Figure 1. Cell outlines without signal wires.
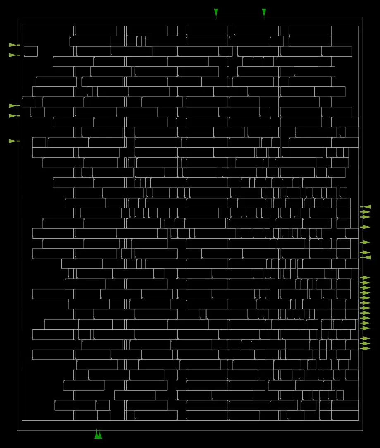
Figure 2. Local utilization.
9 x 11 tiles, from white (low) to dark blue (high), 0 to 100% covered.
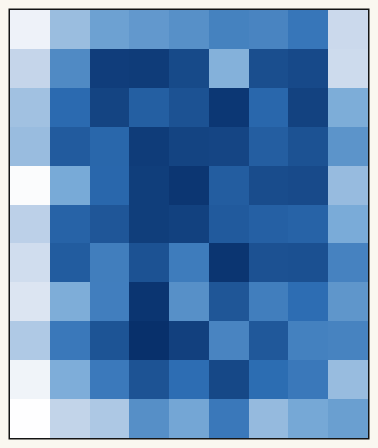
Figure 3. Drive-strength map.
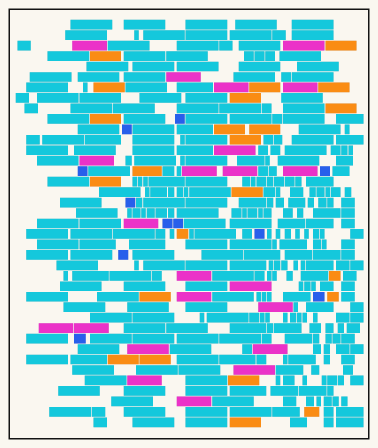
Figure 4. Pin map.
Scale bar: 20 um. Pins as bars across the die edge, other pins in gray.
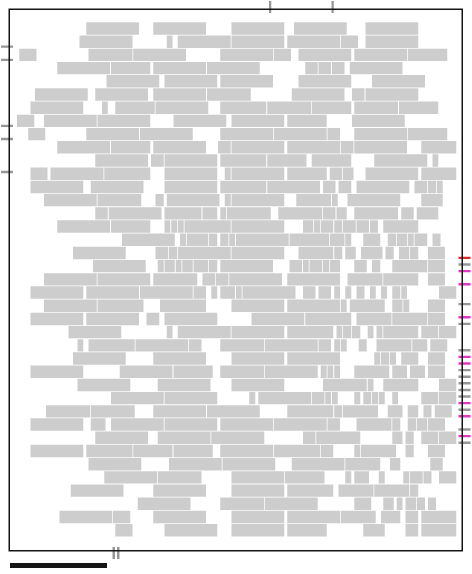
Figure 5. Layout detail.
Region (60, 73) to (80, 93) um. Cells in gray, sequential cells in the stronger gray; small squares are vias.
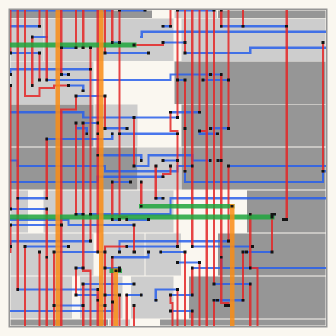
`config.mk`:
```
export PLATFORM = sky130hd
export DESIGN_NAME = inv_shift_row
export DESIGN_NICKNAME = d
export VERILOG_FILES = /design/src/rtl/aes_pkg.sv /design/src/rtl/aes_byte_buf.sv /design/src/rtl/inv_shift_row.sv
export SDC_FILE = /design/constraint.sdc
export NUM_CORES = 1
export LEC_CHECK = 0
export CAP_MARGIN = 20
export CORE_ASPECT_RATIO = 1.2
export CORE_UTILIZATION = 61
export DETAILED_ROUTE_END_ITERATION = 10
export HOLD_SLACK_MARGIN = 0.06
export PLACE_DENSITY = 0.81
export SLEW_MARGIN = 20
export SYNTH_ARGS = -nofsm -noshare
export SYNTH_HDL_FRONTEND = slang
export SYNTH_HIERARCHICAL = 1
export SYNTH_SLANG_ARGS = --single-unit
export TNS_END_PERCENT = 1
```
`constraint.sdc`:
```
create_clock -name clk -period 4.2 [get_ports clk]
set_input_delay 0.63 -clock clk [delete_from_list [all_inputs] [get_ports clk]]
set_output_delay 0.63 -clock clk [all_outputs]
set_load 0.01 [all_outputs]
```
`src/rtl/aes_pkg.sv`:
```
// Shared AES byte-stream definitions: block size, byte-counter width, FSM encodings
// and the ShiftRows / InvShiftRows address permutations used by both cipher directions.
package aes_pkg;

  localparam int AES_BLK_BYTES = 16;
  localparam int BYTE_CNT_W    = 4;

  // One-hot style encodings leave spare codes that the FSM steers back to LOAD.
  typedef enum logic [1:0] {
    ST_LOAD = 2'b01,
    ST_OUT  = 2'b10
  } sr_state_t;

  // Output position of input byte k = 4r+c under InvShiftRows: 4r + ((c+r) mod 4).
  function automatic logic [BYTE_CNT_W-1:0] inv_sr_idx(input logic [BYTE_CNT_W-1:0] k);
    logic [1:0] col;
    col = k[1:0] + k[3:2];
    return {k[3:2], col};
  endfunction

  // Output position of input byte k = 4r+c under ShiftRows: 4r + ((c-r) mod 4).
  function automatic logic [BYTE_CNT_W-1:0] fwd_sr_idx(input logic [BYTE_CNT_W-1:0] k);
    logic [1:0] col;
    col = k[1:0] - k[3:2];
    return {k[3:2], col};
  endfunction

endpackage

```
`src/rtl/aes_byte_buf.sv`:
```
// 16x8 state buffer: one synchronous write port, one asynchronous read port.
module aes_byte_buf
  import aes_pkg::*;
(
  input  logic                  clk,
  input  logic                  we,
  input  logic [BYTE_CNT_W-1:0] waddr,
  input  logic [7:0]            wdata,
  input  logic [BYTE_CNT_W-1:0] raddr,
  output logic [7:0]            rdata
);

  logic [7:0] mem [AES_BLK_BYTES];

  always_ff @(posedge clk) begin
    if (we) begin
      mem[waddr] <= wdata;
    end
  end

  assign rdata = mem[raddr];

endmodule

```
`src/rtl/inv_shift_row.sv`:
```
// Byte-serial AES InvShiftRows stage: permuted-write LOAD of 16 bytes, sequential OUT.
// Optional macro INV_SHIFT_ROW_FWD_EN adds a per-block fwd input selecting ShiftRows.
module inv_shift_row
  import aes_pkg::*;
#(
  parameter int CNT_W = 8
) (
  input  logic             clk,
  input  logic             rst,
`ifdef INV_SHIFT_ROW_FWD_EN
  input  logic             fwd,
`endif
  input  logic             en_din,
  input  logic [7:0]       din,
  output logic             en_dout,
  output logic [7:0]       dout,
  output logic             busy,
  output logic [CNT_W-1:0] blk_cnt,
  output logic             ovf
);

  sr_state_t             state_q, state_d;
  logic [BYTE_CNT_W-1:0] cnt_q, cnt_d;
  logic                  drain_q, drain_d;
  logic                  en_dout_q, en_dout_d;
  logic [7:0]            dout_q, dout_d;
  logic [CNT_W-1:0]      blk_cnt_q, blk_cnt_d;
  logic                  ovf_q, ovf_d;

  logic                  we;
  logic [BYTE_CNT_W-1:0] waddr;
  logic [7:0]            rdata;

`ifdef INV_SHIFT_ROW_FWD_EN
  logic fwd_q, fwd_d, use_fwd;

  // Byte 0 sees the live fwd input; the rest of the block uses the value latched with it.
  assign use_fwd = (cnt_q == '0) ? fwd : fwd_q;
  assign waddr   = use_fwd ? fwd_sr_idx(cnt_q) : inv_sr_idx(cnt_q);
  assign fwd_d   = (state_q == ST_LOAD && en_din && cnt_q == '0) ? fwd : fwd_q;

  always_ff @(posedge clk) begin
    fwd_q <= fwd_d;
  end
`else
  assign waddr = inv_sr_idx(cnt_q);
`endif

  aes_byte_buf u_buf (
    .clk   (clk),
    .we    (we),
    .waddr (waddr),
    .wdata (din),
    .raddr (cnt_q),
    .rdata (rdata)
  );

  always_comb begin
    state_d   = state_q;
    cnt_d     = cnt_q;
    drain_d   = drain_q;
    en_dout_d = en_dout_q;
    dout_d    = dout_q;
    blk_cnt_d = blk_cnt_q;
    ovf_d     = ovf_q;
    we        = 1'b0;
    unique case (state_q)
      ST_LOAD: begin
        en_dout_d = 1'b0;
        drain_d   = 1'b0;
        if (en_din) begin
          we    = 1'b1;
          cnt_d = cnt_q + 4'd1;
          if (cnt_q == 4'(AES_BLK_BYTES - 1)) begin
            state_d = ST_OUT;
          end
        end
      end
      ST_OUT: begin
        if (en_din) begin
          ovf_d = 1'b1;
        end
        // drain_q marks the 17th OUT edge that closes the block after byte 15 went out.
        if (drain_q) begin
          en_dout_d = 1'b0;
          drain_d   = 1'b0;
          blk_cnt_d = blk_cnt_q + CNT_W'(1);
          state_d   = ST_LOAD;
        end else begin
          en_dout_d = 1'b1;
          dout_d    = rdata;
          cnt_d     = cnt_q + 4'd1;
          if (cnt_q == 4'(AES_BLK_BYTES - 1)) begin
            drain_d = 1'b1;
          end
        end
      end
      default: begin
        state_d   = ST_LOAD;
        cnt_d     = '0;
        drain_d   = 1'b0;
        en_dout_d = 1'b0;
      end
    endcase
  end

  always_ff @(posedge clk) begin
    if (rst) begin
      state_q   <= ST_LOAD;
      cnt_q     <= '0;
      drain_q   <= 1'b0;
      en_dout_q <= 1'b0;
      dout_q    <= '0;
      blk_cnt_q <= '0;
      ovf_q     <= 1'b0;
    end else begin
      state_q   <= state_d;
      cnt_q     <= cnt_d;
      drain_q   <= drain_d;
      en_dout_q <= en_dout_d;
      dout_q    <= dout_d;
      blk_cnt_q <= blk_cnt_d;
      ovf_q     <= ovf_d;
    end
  end

  assign en_dout = en_dout_q;
  assign dout    = dout_q;
  assign busy    = (state_q == ST_OUT);
  assign blk_cnt = blk_cnt_q;
  assign ovf     = ovf_q;

endmodule

```
==> results.cfg <==
; physical design summary
[run_status]
outcome = finished clean

[clocking]
worstSkewPairLatency_ns = 0.42
clk_pin_slew_ns = 0.06
cts_buffers = 17
hold_buffers = 0
clock-sinks = 153
post_cts_buffers = 0

[worst_setup_path]
crit_buf_inv = 0
cpMaxStageDelayCell = nor2_1
crit_chain = ha_1 -> xnor2_1 -> xnor2_1 -> nand2_1 -> nor2_1

[synthesis]
syn_avg_cell_area_um2 = 17.7
ys_area_mm2 = 0.00607
ys_types = 41
ys_sh_adder_pct = 1.03
logic_family = multiplexers
syn_nets = 359
ys_sh_aoi_pct = 4.64

[placed_design]
dp.cells = 485

[route]
dr_total_vias = 3301
avgViaCountPerCell = 6.38

[run]
warnings = 27

[final_layout]
antenna_cells = 0

[global_route]
grt_first_pass_wirelength_mm = 18.8

[final_timing]
finalHoldViolCount = 0
worst_pin_slew_ns = 1.11

[power_and_ir_drop]
seqPwrFrac_pct = 48.7
p_comb_share_pct = 4.3
About Figure 1:
Cell Count, Final, Fillers Out: 517
flop count: 153
Seq area share: 61.5%
CORE AREA: 0.00961 mm^2

About Figure 2:
The mean over all tiles is 67%. 49% of the tiles are over 75% full. 1.0% of the tiles are nearly empty. The emptiest ninth of the die: lower left. The fullest tile reaches 100%.
fp util: 63.1%
Post-Route Utilization: 73.6%

About Figure 3:
Key: _3 and _4 cells = blue [cells 11, share 2.8%]; _6 and larger = magenta [cells 22, share 5.6%]; _0 and _1 cells = cyan [cells 338, share 86%]; _2 cells = orange [cells 23, share 5.8%]
area grow syn2layout: 16.5%
Non-clk bufs: 34
post-route cell area: 0.00707 mm^2
final setup margin: 1.44 ns

About Figure 4:
Key: dout = magenta [pins 8, direction output, edge right]; en_din = red [pins 1, direction input, edge right]
All pins by edge: 21 right, 5 left, 2 top, 2 bottom.
I/O Buffers: 29
DIE WIDTH: 93.0 um
Die Y: 111 um

About Figure 5:
Key: metal 4 = orange; metal 2 = red; metal 1 = blue; metal 3 = green
17 logic cells have their middle in the window. Netlist names of flops here include u_buf/mem (6). Most frequent: edfxtp_1 (6), mux4_2 (4), a22oi_1 (4). Sequential cells in the window: 6.

==> area by class of cell <==
| cell class | instances | area [um^2] | area share [%] |
|---|---|---|---|
| Clock buffer | 18 | 429 | 6.07 |
| Clock inverter | 14 | 204 | 2.88 |
| Inverter | 2 | 7.51 | 0.106 |
| Multi-Input combinational cell | 173 | 1600 | 22.7 |
| Sequential cell | 153 | 4350 | 61.5 |
| Tap cell | 123 | 154 | 2.18 |
| Timing Repair Buffer | 34 | 328 | 4.64 |
==> path summary, 6_finish.rpt <==
kind	from	to	slack [ns]	cells past startpoint
hold / removal	dout[3]	dout[3]	0.45	2
setup reg to reg	cnt_q[2]	u_buf/mem[15][0]	1.44	5
setup / recovery	cnt_q[2]	u_buf/mem[15][0]	1.44	5
hold reg to reg	dout[3]	dout[3]	0.45	2
==> cells by family (layout without fill, tap and decap cells) <==
logic type / Yosys count / after routing
flops: 153 / 153
simple gates: 85 / 85
compound gates: 45 / 45
mux: 34 / 34
buf+inv: 17 / 68
fa+ha+maj: 5 / 5
xor+xnor: 4 / 4
==> worst reg2reg max path, delay by kind of cell, from the launching register on <==
kind                     cells  cell delay, ns
AND/OR/NAND/NOR              2            0.97
XOR/XNOR                     2            0.56
adder cells (fa/ha/maj)      1            0.25
flip-flops                   1            0.60
==> metal layers <==
metal  up-vias  track usage (%)
met1      1644             34.4
met2       168             41.1
met5         -                0
met4         0             11.0
li1       1466                -
met3        23             7.06
==> state kept, by name, indices dropped and copies added (netlist names) <==
name       cells
blk_cnt        8
cnt_q          4
dout           8
drain_q        1
en_dout        1
ovf            1
state_q        2
u_buf/mem    128
==> synth_stat cells, drive strengths merged (4+ instances only) <==
| cell | instances | area (um^2) |
|---|---|---|
| nand2 | 27 | 101 |
| o31ai | 4 | 30.0 |
| a21oi | 18 | 90.1 |
| nor3 | 4 | 20.0 |
| a22oi | 16 | 120 |
| ha | 5 | 62.6 |
| dfxtp | 25 | 500 |
| mux4 | 32 | 773 |
| clkbuf | 4 | 15.0 |
| buf | 8 | 67.6 |
| edfxtp | 128 | 3840 |
| and2 | 4 | 27.5 |
| nor2 | 20 | 75.1 |
| nand3 | 5 | 25.0 |
| or4 | 5 | 37.5 |
| o21ai | 4 | 20.0 |
==> power by group through the flow <==
stage          sequential (mW)  combinational [mW]  clock (mW)
6_report                  1.66               0.145        1.61
3_3_place_gp              1.69               0.138           0
5_1_grt                   1.67               0.156        1.70
2_1_floorplan             1.70              0.0925           0
4_1_cts                   1.66               0.145        1.63
3_5_place_dp              1.70               0.142           0
==> through the flow <==
stage | hold slack [ns] | utilization (%)
2_1_floorplan | 0.452 | -
5_1_grt | 0.479 | 73.6
3_5_place_dp | 0.449 | 67.0
6_report | 0.453 | 73.6
3_3_place_gp | 0.444 | 67.0
4_1_cts | 0.457 | 73.6
No activity file was given, so power comes from the tool's default toggle rates.
